Clock wiring as the flow saved it:
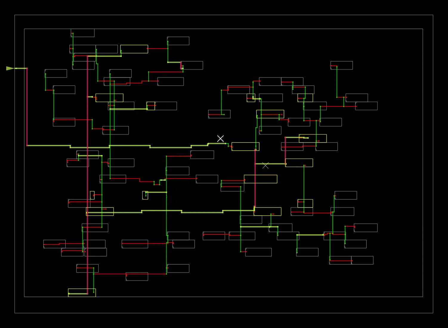
Metal 2:
Drawn at 3 px/um.
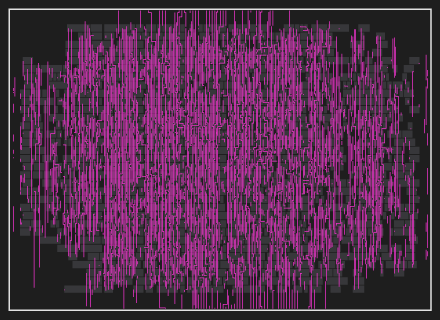
Clock network drawn from the DEF:
Drawn at 4 px/um.
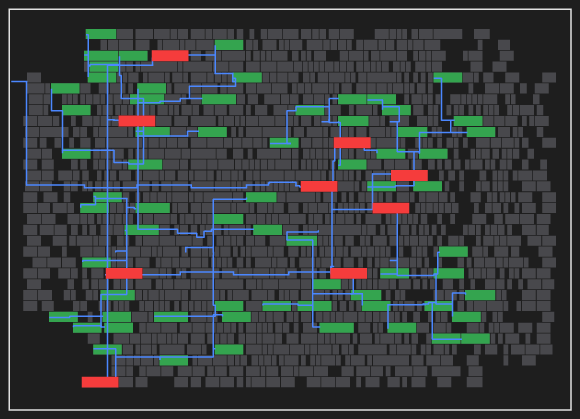
Placement by cell class:
Drawn at 3 px/um. Fill, decap, tap and diode cells in gray.
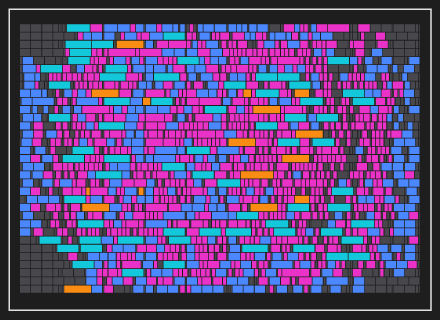
I/O pins on the die edge:
Drawn at 2 px/um. Pins as bars across the die edge, other pins in gray.
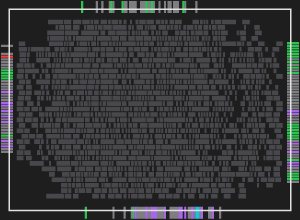
Design pc_sequencer_flat, sky130hd; sources not shown.
==> flow_summary.toml <==
# synthesis and place-and-route metrics
[setup_path]
r2r_setup_slack_ns = -0.33
arrival_ns = 2.01
required_ns = 1.61

[sta]
holdWs_ns = 0.490
slew_headroom = 0.606
hold_violations = 0
setup_ws_ns = -0.400
clock.fmax_ghz = 0.437
rsz0062_at_grt = "true"
setup_viol = 70

[run_status]
status = "finished with violations"
violations = "design-rule violations, negative setup slack"

[clock_tree]
cts_htree_levels = 3

[synthesis]
postSynthCellCount = 982
top_cell = "nand2_1"
ys_cells = 982

[placement]
dpl_cell_area_sq_um = 8190
gp_congestion = 0.985

[global_routing]
grt_pass1_wl_um = 38600
globalRouteMet1Util = 0.474
grt_pass1_vias = 7489
overflow = 0

[cells_and_area]
layout.nets = 1380
post-route-util = 0.804
regArea_sq_um = 1370

[job]
warnings = 29

[drt]
wl_per_cell_um = 21.7
drcViolationCount = 5
ant_nets = 0

[power_and_ir_drop]
p_leak_uw = 0.00437
Back to the opening pictures, 'clock wiring as the flow saved it':
TritonCTS sink count: 66
P_clk: 1790 uW
Late-Pin Clk Latency: 0.35 ns

Back to the opening pictures, 'metal 2':
share of all routed wire: 40%
main direction: vertical
wire length on this layer: 12600 um
nets with wire on the layer: 1190
GR Util met2: 0.530
Detailed Route WL: 31300 um
vias post-DR: 8990

Back to the opening pictures, 'clock network drawn from the DEF':
[green] flip-flops | count: 66
[blue] clock wires | length: 1090 um
[red] clock drivers | count: 9
routed clock nets: 10
Clock power frac: 0.327
worst clock skew: 0.0159 ns

Back to the opening pictures, 'placement by cell class':
| color | class | cells | share of their area |
|---|---|---|---|
| orange | clock drivers and dummy loads | 16 | 3.3% |
| blue | other buffers and delay cells | 334 | 32% |
| cyan | flops | 66 | 15% |
| magenta | combinational and other logic | 869 | 50% |
final instance area: 9630 sq um
Core ar.: 12000 sq um
sequential share of cell area: 0.143
Site Rows: 33

Back to the opening pictures, 'I/O pins on the die edge':
| color | port | pins | direction | edge |
|---|---|---|---|---|
| red | `bus_flush_ifid` | 1 | output | left |
| green | `bus_out_pc` | 32 | output | 19 right, 6 top, 5 left, 2 bottom |
| purple | `bus_jmp_addr` | 26 | input | 12 bottom, 8 left, 6 right |
| cyan | `bus_Jmp` | 2 | input | bottom |
all pins by edge: 52 right, 42 bottom, 38 left, 31 top
I/O Buffers: 162
Die X-Extent: 140 um
Die Y: 99.8 um

-- cells by family (layout without fill, tap and decap cells) --
| family | Yosys count | after routing | synth area share |
|---|---|---|---|
| buffers and inverters | 168 | 471 | 0.121 |
| AND-OR/OR-AND | 229 | 229 | 0.228 |
| flip-flops | 66 | 66 | 0.239 |
| adder cells (fa/ha/maj) | 4 | 4 | 0.00904 |
| XOR/XNOR | 5 | 5 | 0.00791 |
| AND/OR/NAND/NOR | 510 | 510 | 0.395 |
-- final cells by class --
cell class | count | share of cell area
well taps | 157 | 0.0204
clock buffers | 12 | 0.0266
inverters | 121 | 0.0480
repair buffers | 334 | 0.318
flip-flops and latches | 66 | 0.143
multi-input cells | 748 | 0.439
clock inverters | 4 | 0.00520
-- per-stage QoR --
step	power [uW]	instances
after floorplan	2390	982
after global placement	3230	1380
after detailed placement	3260	1380
after CTS	5070	1415
after global routing	5620	1442
final	5470	1442
-- metal layers --
| metal | up-vias | wire, um |
|---|---|---|
| met4 | 0 | 2500 |
| met1 | 4000 | 11500 |
| met5 | - | 0 |
| met2 | 945 | 12600 |
| met3 | 288 | 4780 |
| li1 | 3757 | - |
-- worst max-delay path, cell delays in order (launching register included) --
cell and delay [ns]:
dfxtp_2 0.37, buf_6 0.14, inv_2 0.06, nor2_4 0.18, buf_6 0.14, nand2_8 0.07
nor3_1 0.42, nor2_1 0.12, buf_2 0.16
-- layout by cell type (no fill, tap or decap), types with 9 or more instances in the layout --
cell / synthesis / routed
o211ai_1: 9 / 9
buf_6: 0 / 44
buf_12: 0 / 9
clkbuf_16: 0 / 9
dfxtp_2: 0 / 9
a221oi_1: 9 / 9
buf_4: 2 / 118
nand3_1: 53 / 35
o21ai_0: 105 / 48
dfxtp_4: 0 / 11
inv_2: 1 / 18
a22o_1: 13 / 13
inv_1: 119 / 99
nand2_1: 250 / 222
clkdlybuf4s50_1: 0 / 128
a21oi_1: 76 / 57
nand2_4: 3 / 11
nand2_2: 6 / 23
o21ai_1: 12 / 44
nor2_4: 11 / 27
a21oi_2: 0 / 19
dfxtp_1: 66 / 46
o21ai_2: 1 / 25
nor2_1: 166 / 133
nor2_2: 4 / 21
nand3_2: 0 / 16
buf_2: 22 / 27
-- power breakdown --
part | total (uW) | internal, uW | switching, uW
logic | 2020 | 898 | 1130
clock network | 1790 | 1090 | 699
registers | 1660 | 1520 | 136
-- what timing repair did --
item | CTS | global route
pin swaps | 51 | 84
buffers inserted | 20 | 29
setup endpoints to repair | 92 | 76
resized | 275 | 172
Power figures rest on the tool's default switching activity, not on a simulated workload.
